--- src/rtl/lsu_pkg.sv ---
// Shared op/state encodings and segment defaults for the load/store unit.
package lsu_pkg;

  localparam logic [31:0] DATA_START_DEF = 32'h1000_0000;
  localparam int unsigned DATA_WORDS_DEF = 32'h0004_0000;

  typedef enum logic [2:0] {
    OP_LW  = 3'd0,
    OP_LB  = 3'd1,
    OP_LBU = 3'd2,
    OP_SW  = 3'd3,
    OP_SB  = 3'd4,
    OP_LH  = 3'd5,
    OP_LHU = 3'd6,
    OP_SH  = 3'd7
  } lsu_op_e;

  typedef enum logic [1:0] {
    ST_IDLE    = 2'd0,
    ST_ACCESS  = 2'd1,
    ST_ACCESS2 = 2'd2,
    ST_RESP    = 2'd3
  } lsu_state_e;

  typedef struct packed {
    lsu_op_e     op;
    logic [31:0] addr;
    logic [31:0] wdata;
  } lsu_req_t;

  function automatic logic is_store(input lsu_op_e op);
    return (op == OP_SW) || (op == OP_SB) || (op == OP_SH);
  endfunction

endpackage

--- src/rtl/load_store_unit_if.sv ---
// Request, response and data-memory signals of the load/store unit.
interface load_store_unit_if;
  logic        req_valid;
  logic        req_ready;
  logic [2:0]  req_op;
  logic [31:0] req_addr;
  logic [31:0] req_wdata;
  logic        rsp_valid;
  logic        rsp_ready;
  logic [31:0] rsp_rdata;
  logic        rsp_err;
  logic [31:0] mem_addr;
  logic [31:0] mem_data_in;
  logic [31:0] mem_data_out;
  logic        mem_word_we;
  logic        mem_byte_we;

  modport slave (
    input  req_valid, req_op, req_addr, req_wdata, rsp_ready, mem_data_out,
    output req_ready, rsp_valid, rsp_rdata, rsp_err,
           mem_addr, mem_data_in, mem_word_we, mem_byte_we
  );

  modport master (
    output req_valid, req_op, req_addr, req_wdata, rsp_ready, mem_data_out,
    input  req_ready, rsp_valid, rsp_rdata, rsp_err,
           mem_addr, mem_data_in, mem_word_we, mem_byte_we
  );
endinterface

--- src/rtl/load_align.sv ---
// Load data lane selection and sign/zero extension.
// Halfword ops are handled only when LSU_HALFWORD_EN is defined.
module load_align
  import lsu_pkg::*;
(
  input  logic [31:0] word,
  input  logic [1:0]  addr,
  input  lsu_op_e     op,
  output logic [31:0] result
);

  logic [7:0] lane_b;

  always_comb begin
    case (addr)
      2'd0:    lane_b = word[7:0];
      2'd1:    lane_b = word[15:8];
      2'd2:    lane_b = word[23:16];
      default: lane_b = word[31:24];
    endcase
  end

`ifdef LSU_HALFWORD_EN
  logic [15:0] lane_h;
  assign lane_h = addr[1] ? word[31:16] : word[15:0];
`endif

  always_comb begin
    result = word;
    case (op)
      OP_LB:   result = {{24{lane_b[7]}}, lane_b};
      OP_LBU:  result = {24'd0, lane_b};
`ifdef LSU_HALFWORD_EN
      OP_LH:   result = {{16{lane_h[15]}}, lane_h};
      OP_LHU:  result = {16'd0, lane_h};
`endif
      default: result = word;
    endcase
  end

endmodule

--- src/rtl/load_store_unit.sv ---
// Single-outstanding load/store unit between the pipeline and a data-memory port.
// Define LSU_HALFWORD_EN to build LH/LHU/SH support (SH uses a second byte-write cycle).
module load_store_unit
  import lsu_pkg::*;
#(
  parameter logic [31:0] DATA_START = DATA_START_DEF,
  parameter int unsigned DATA_WORDS = DATA_WORDS_DEF
) (
  input logic              clk,
  input logic              reset,
  load_store_unit_if.slave bus
);

  localparam logic [33:0] SEG_LO = 34'(DATA_START);
  localparam logic [33:0] SEG_HI = 34'(DATA_START) + (34'(DATA_WORDS) << 2);

  lsu_state_e  state_q, state_d;
  lsu_req_t    req_q, req_d, req_in;
  logic        rsp_valid_q, rsp_valid_d;
  logic        rsp_err_q, rsp_err_d;
  logic [31:0] rsp_rdata_q, rsp_rdata_d;
  logic [31:0] mem_addr_q, mem_addr_d;
  logic [31:0] mem_wdata_q, mem_wdata_d;
  logic        word_we_q, word_we_d;
  logic        byte_we_q, byte_we_d;
  logic        bad_op_align, in_range, illegal;
  logic [31:0] load_data;

  assign req_in = '{op: lsu_op_e'(bus.req_op), addr: bus.req_addr, wdata: bus.req_wdata};

  // Alignment rules; unbuilt halfword ops are always rejected
  always_comb begin
    bad_op_align = 1'b0;
    case (req_in.op)
      OP_LW, OP_SW:         bad_op_align = (req_in.addr[1:0] != 2'b00);
`ifdef LSU_HALFWORD_EN
      OP_LH, OP_LHU, OP_SH: bad_op_align = req_in.addr[0];
`else
      OP_LH, OP_LHU, OP_SH: bad_op_align = 1'b1;
`endif
      default:              bad_op_align = 1'b0;
    endcase
  end

  assign in_range = (34'(req_in.addr) >= SEG_LO) && (34'(req_in.addr) < SEG_HI);
  assign illegal  = bad_op_align || !in_range;

  load_align u_load_align (
    .word   (bus.mem_data_out),
    .addr   (req_q.addr[1:0]),
    .op     (req_q.op),
    .result (load_data)
  );

  always_comb begin
    state_d     = state_q;
    req_d       = req_q;
    rsp_valid_d = rsp_valid_q;
    rsp_err_d   = rsp_err_q;
    rsp_rdata_d = rsp_rdata_q;
    mem_addr_d  = mem_addr_q;
    mem_wdata_d = mem_wdata_q;
    word_we_d   = 1'b0;
    byte_we_d   = 1'b0;
    case (state_q)
      ST_IDLE: begin
        if (bus.req_valid) begin
          req_d = req_in;
          if (illegal) begin
            state_d     = ST_RESP;
            rsp_valid_d = 1'b1;
            rsp_err_d   = 1'b1;
            rsp_rdata_d = '0;
          end else begin
            state_d     = ST_ACCESS;
            mem_addr_d  = req_in.addr;
            mem_wdata_d = req_in.wdata;
            word_we_d   = (req_in.op == OP_SW);
            byte_we_d   = (req_in.op == OP_SB) || (req_in.op == OP_SH);
          end
        end
      end
      ST_ACCESS: begin
        state_d     = ST_RESP;
        rsp_valid_d = 1'b1;
        rsp_err_d   = 1'b0;
        rsp_rdata_d = is_store(req_q.op) ? '0 : load_data;
        mem_addr_d  = req_q.addr;
        mem_wdata_d = req_q.wdata;
`ifdef LSU_HALFWORD_EN
        // Upper byte of SH goes out in a second cycle
        if (req_q.op == OP_SH) begin
          state_d     = ST_ACCESS2;
          rsp_valid_d = 1'b0;
          mem_addr_d  = req_q.addr + 32'd1;
          mem_wdata_d = req_q.wdata >> 8;
          byte_we_d   = 1'b1;
        end
`endif
      end
`ifdef LSU_HALFWORD_EN
      ST_ACCESS2: begin
        state_d     = ST_RESP;
        rsp_valid_d = 1'b1;
        rsp_err_d   = 1'b0;
        rsp_rdata_d = '0;
      end
`endif
      ST_RESP: begin
        if (bus.rsp_ready) begin
          state_d     = ST_IDLE;
          rsp_valid_d = 1'b0;
          rsp_err_d   = 1'b0;
          rsp_rdata_d = '0;
        end
      end
      default: state_d = ST_IDLE;
    endcase
  end

  always_ff @(posedge clk) begin
    if (!reset) begin
      state_q     <= ST_IDLE;
      req_q       <= '0;
      rsp_valid_q <= 1'b0;
      rsp_err_q   <= 1'b0;
      rsp_rdata_q <= '0;
      mem_addr_q  <= '0;
      mem_wdata_q <= '0;
      word_we_q   <= 1'b0;
      byte_we_q   <= 1'b0;
    end else begin
      state_q     <= state_d;
      req_q       <= req_d;
      rsp_valid_q <= rsp_valid_d;
      rsp_err_q   <= rsp_err_d;
      rsp_rdata_q <= rsp_rdata_d;
      mem_addr_q  <= mem_addr_d;
      mem_wdata_q <= mem_wdata_d;
      word_we_q   <= word_we_d;
      byte_we_q   <= byte_we_d;
    end
  end

  // Ready is gated by reset so nothing is accepted while reset is held
  assign bus.req_ready   = (state_q == ST_IDLE) && reset;
  assign bus.rsp_valid   = rsp_valid_q;
  assign bus.rsp_err     = rsp_err_q;
  assign bus.rsp_rdata   = rsp_rdata_q;
  assign bus.mem_addr    = mem_addr_q;
  assign bus.mem_data_in = mem_wdata_q;
  assign bus.mem_word_we = word_we_q;
  assign bus.mem_byte_we = byte_we_q;

endmodule

--- src/flat_wrapper.sv ---
// flat-port wrapper written by rule: the top's interface ports become plain ports
module load_store_unit_flat import lsu_pkg::*;
#(
  parameter logic [31:0] DATA_START = DATA_START_DEF,
  parameter int unsigned DATA_WORDS = DATA_WORDS_DEF
)
  (clk, reset, bus_req_valid, bus_req_op, bus_req_addr, bus_req_wdata, bus_rsp_ready, bus_mem_data_out, bus_req_ready, bus_rsp_valid, bus_rsp_rdata, bus_rsp_err, bus_mem_addr, bus_mem_data_in, bus_mem_word_we, bus_mem_byte_we);
  load_store_unit_if bus_i ();
  input logic clk;
  input logic reset;
  input wire logic [$bits(bus_i.req_valid)-1:0] bus_req_valid;
  input wire logic [$bits(bus_i.req_op)-1:0] bus_req_op;
  input wire logic [$bits(bus_i.req_addr)-1:0] bus_req_addr;
  input wire logic [$bits(bus_i.req_wdata)-1:0] bus_req_wdata;
  input wire logic [$bits(bus_i.rsp_ready)-1:0] bus_rsp_ready;
  input wire logic [$bits(bus_i.mem_data_out)-1:0] bus_mem_data_out;
  output wire logic [$bits(bus_i.req_ready)-1:0] bus_req_ready;
  output wire logic [$bits(bus_i.rsp_valid)-1:0] bus_rsp_valid;
  output wire logic [$bits(bus_i.rsp_rdata)-1:0] bus_rsp_rdata;
  output wire logic [$bits(bus_i.rsp_err)-1:0] bus_rsp_err;
  output wire logic [$bits(bus_i.mem_addr)-1:0] bus_mem_addr;
  output wire logic [$bits(bus_i.mem_data_in)-1:0] bus_mem_data_in;
  output wire logic [$bits(bus_i.mem_word_we)-1:0] bus_mem_word_we;
  output wire logic [$bits(bus_i.mem_byte_we)-1:0] bus_mem_byte_we;
  assign bus_i.req_valid = bus_req_valid;
  assign bus_i.req_op = bus_req_op;
  assign bus_i.req_addr = bus_req_addr;
  assign bus_i.req_wdata = bus_req_wdata;
  assign bus_i.rsp_ready = bus_rsp_ready;
  assign bus_i.mem_data_out = bus_mem_data_out;
  assign bus_req_ready = bus_i.req_ready;
  assign bus_rsp_valid = bus_i.rsp_valid;
  assign bus_rsp_rdata = bus_i.rsp_rdata;
  assign bus_rsp_err = bus_i.rsp_err;
  assign bus_mem_addr = bus_i.mem_addr;
  assign bus_mem_data_in = bus_i.mem_data_in;
  assign bus_mem_word_we = bus_i.mem_word_we;
  assign bus_mem_byte_we = bus_i.mem_byte_we;
  load_store_unit #(.DATA_START(DATA_START), .DATA_WORDS(DATA_WORDS)) u_core (.clk(clk), .reset(reset), .bus(bus_i));
endmodule
--- config.mk ---
export PLATFORM = sky130hd
export DESIGN_NAME = load_store_unit_flat
export DESIGN_NICKNAME = d
export VERILOG_FILES = /design/src/rtl/lsu_pkg.sv /design/src/rtl/load_store_unit_if.sv /design/src/rtl/load_align.sv /design/src/rtl/load_store_unit.sv /design/src/flat_wrapper.sv
export SDC_FILE = /design/constraint.sdc
export NUM_CORES = 1
export LEC_CHECK = 0
export ABC_AREA = 1
export CAP_MARGIN = 20
export CORE_ASPECT_RATIO = 1.4
export CORE_MARGIN = 4
export CORE_UTILIZATION = 45
export DETAILED_ROUTE_END_ITERATION = 6
export PLACE_DENSITY_LB_ADDON = 0.1
export REMOVE_ABC_BUFFERS = 1
export SYNTH_ARGS = -nofsm -noshare
export SYNTH_HDL_FRONTEND = slang
export SYNTH_SLANG_ARGS = --single-unit
--- constraint.sdc ---
create_clock -name clk -period 1.7 [get_ports clk]
set_input_delay 0.255 -clock clk [delete_from_list [all_inputs] [get_ports clk]]
set_output_delay 0.255 -clock clk [all_outputs]
set_load 0.01 [all_outputs]
Figure 1. Clock wiring as the flow saved it (run 1).
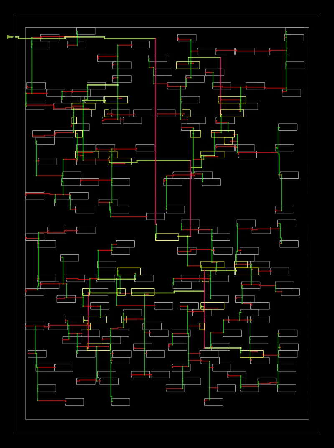
later-pin clock latency in the skew report: 0.43 ns
num sequential: 169
clock buf count: 19
CTS Buf Count: 17

Figure 2. Where the registers sit (run 1).
(3 px per um) Other sequential cells in the stronger gray, the rest of the logic in the fainter gray.
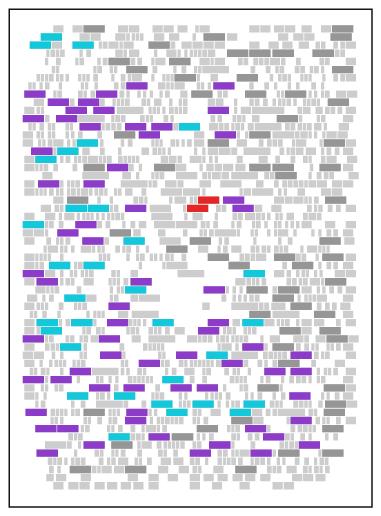
Key: purple = u_core.req_q [flops 67, where spread over the die]; cyan = u_core.bus.mem_data_in [flops 32]; red = u_core.state_q [flops 2]
Another 68 sequential cells are not colored.

==> results.cfg, run 1 <==
; generated from flow reports
[run_status]
status = complete, no violations

[logic_synthesis]
synth_cells = 1212
ys_warn_count = 0
syn_avg_cell_area_sq_um = 6.57
synth_area_leader_cell = dfxtp_1
synth_async_sr_flop_share = 0

[clock_tree]
path_clk_slew_ns = 0.07
ctsHoldBuffers = 0

[pwr]
powerDensity_nw_per_um2 = 980
pwr-share-comb = 0.234
power-top-group = registers

[finish]
drive_gt1_frac = 0.0664
layout-area-overhead-vs-synth_pct = 36.9
nNetsFinal = 1490
seqCellArea_sq_um = 3380
seq_share = 0.310

[floorplan]
core_sq_um = 17400
die_area_sq_um = 19900
initCoreUtil = 0.458

[worst_setup_path]
crit_end = bus_req_ready
crit_family = flip-flops
cp_slowest_stage_delay_ns = 0.34
reg2reg_from = u_core.state_q[0]

[route]
drcViolationCount = 0
via_per_inst = 4.95

[run]
max_cap_viol_count = 0

[placement]
placed_cells = 1604
gp_congestion = 0.903

[worst_hold_path]
holdCritPathClass = primary input to flop
holdPathStages = 4

[global_routing]
overflow = 0

[timing]
slew_headroom = 0.633
Figure 3. Metal 4 (run 1).
(3 px per um) Supply wires on this layer in gray. Cells faint in the background.
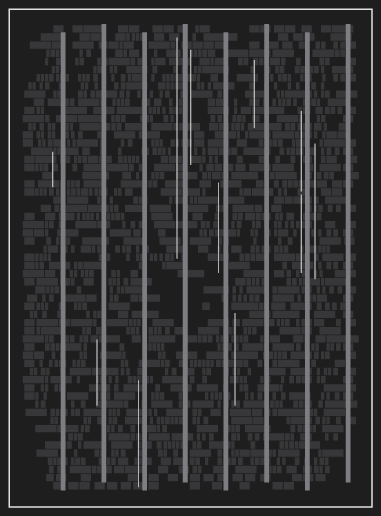
8 nets have wire on it. The wires run mostly vertical. The layer carries 360 um of wire.

--- run 2 (diff from run 1) ---
Settings changed: CORE_MARGIN 4 to unset, CORE_UTILIZATION 45 to 30.
Figure 4. Routed metal, one color a layer (run 2).
(2 px per um)
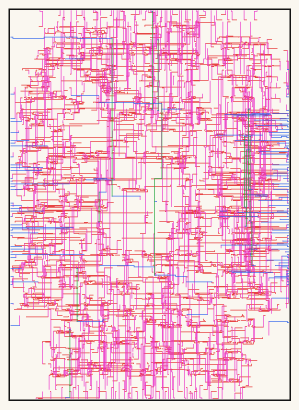
Key: blue = met3 [wire length 1170 um]; green = met4 [wire length 506 um]; red = met1 [wire length 10700 um]; magenta = met2 [wire length 12000 um]

Figure 5. Clock wiring as the flow saved it (run 2).
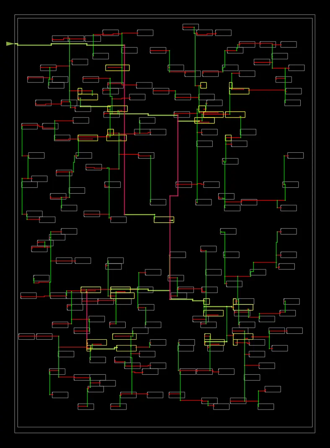
later-pin clock latency in the skew report: 0.42 ns
Num Clock Sinks: 169
Setup Skew: 0.00942 ns
Clk power: 3.95 mW

==> run 2 against run 1 <==
  * Final cell count up 6.0%
  * Sequential power about the same
  * Sequential share of layout area down 0.78 points
  * Register-to-register slack about the same
  * Die area up 37%
  * Synthesized cell count unchanged
  * Power up 3.4%
  * Global-route usage down 3.9 points
  * Via count unchanged
  * First-iteration DRC count down 30%
  * Critical path type unchanged
  * Largest power group unchanged
  * Highest routed layer unchanged
==> results.cfg, run 2 <==
; generated from flow reports
[logic_synthesis]
synth_area_leader_cell = dfxtp_1
ys_warn_count = 0
synth_async_sr_flop_share = 0
syn_avg_cell_area_sq_um = 6.57
synth_cells = 1212

[pwr]
powerDensity_nw_per_um2 = 988
pwr-share-comb = 0.238

[finish]
ff_count = 169
layout-area-overhead-vs-synth_pct = 40.4
seqCellArea_sq_um = 3380
nClkBuffers = 19
seq_share = 0.303
nNetsFinal = 1501

[worst_setup_path]
cp_slowest_stage_delay_ns = 0.57
crit_end = bus_mem_data_in[17]
crit_family = buffers and inverters

[worst_hold_path]
holdPathStages = 4
holdCritPathClass = primary input to flop

[placement]
gp_congestion = 0.911

[clock_tree]
ctsHoldBuffers = 0
path_clk_slew_ns = 0.07

[floorplan]
die_area_sq_um = 27200
core_sq_um = 26100
initCoreUtil = 0.305

[run]
max_cap_viol_count = 0

[route]
drcViolationCount = 0

[run_status]
status = complete, no violations

[timing]
slew_headroom = 0.618
Figure 6. Metal 4 (run 2).
(3 px per um) Supply wires on this layer in gray. Cells faint in the background.
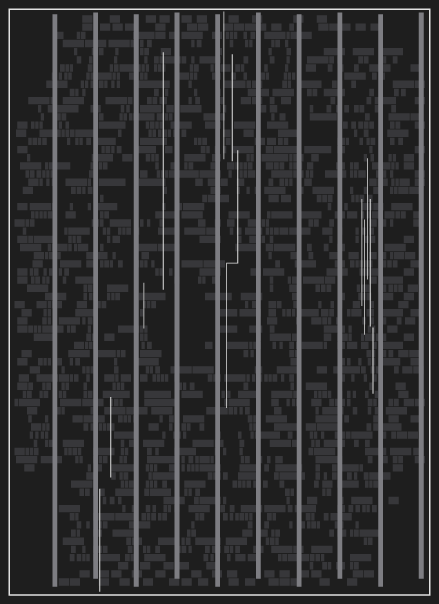
The layer carries 506 um of wire. The longest straight run is 78.9 um.

Power and IR drop assume default switching activity.
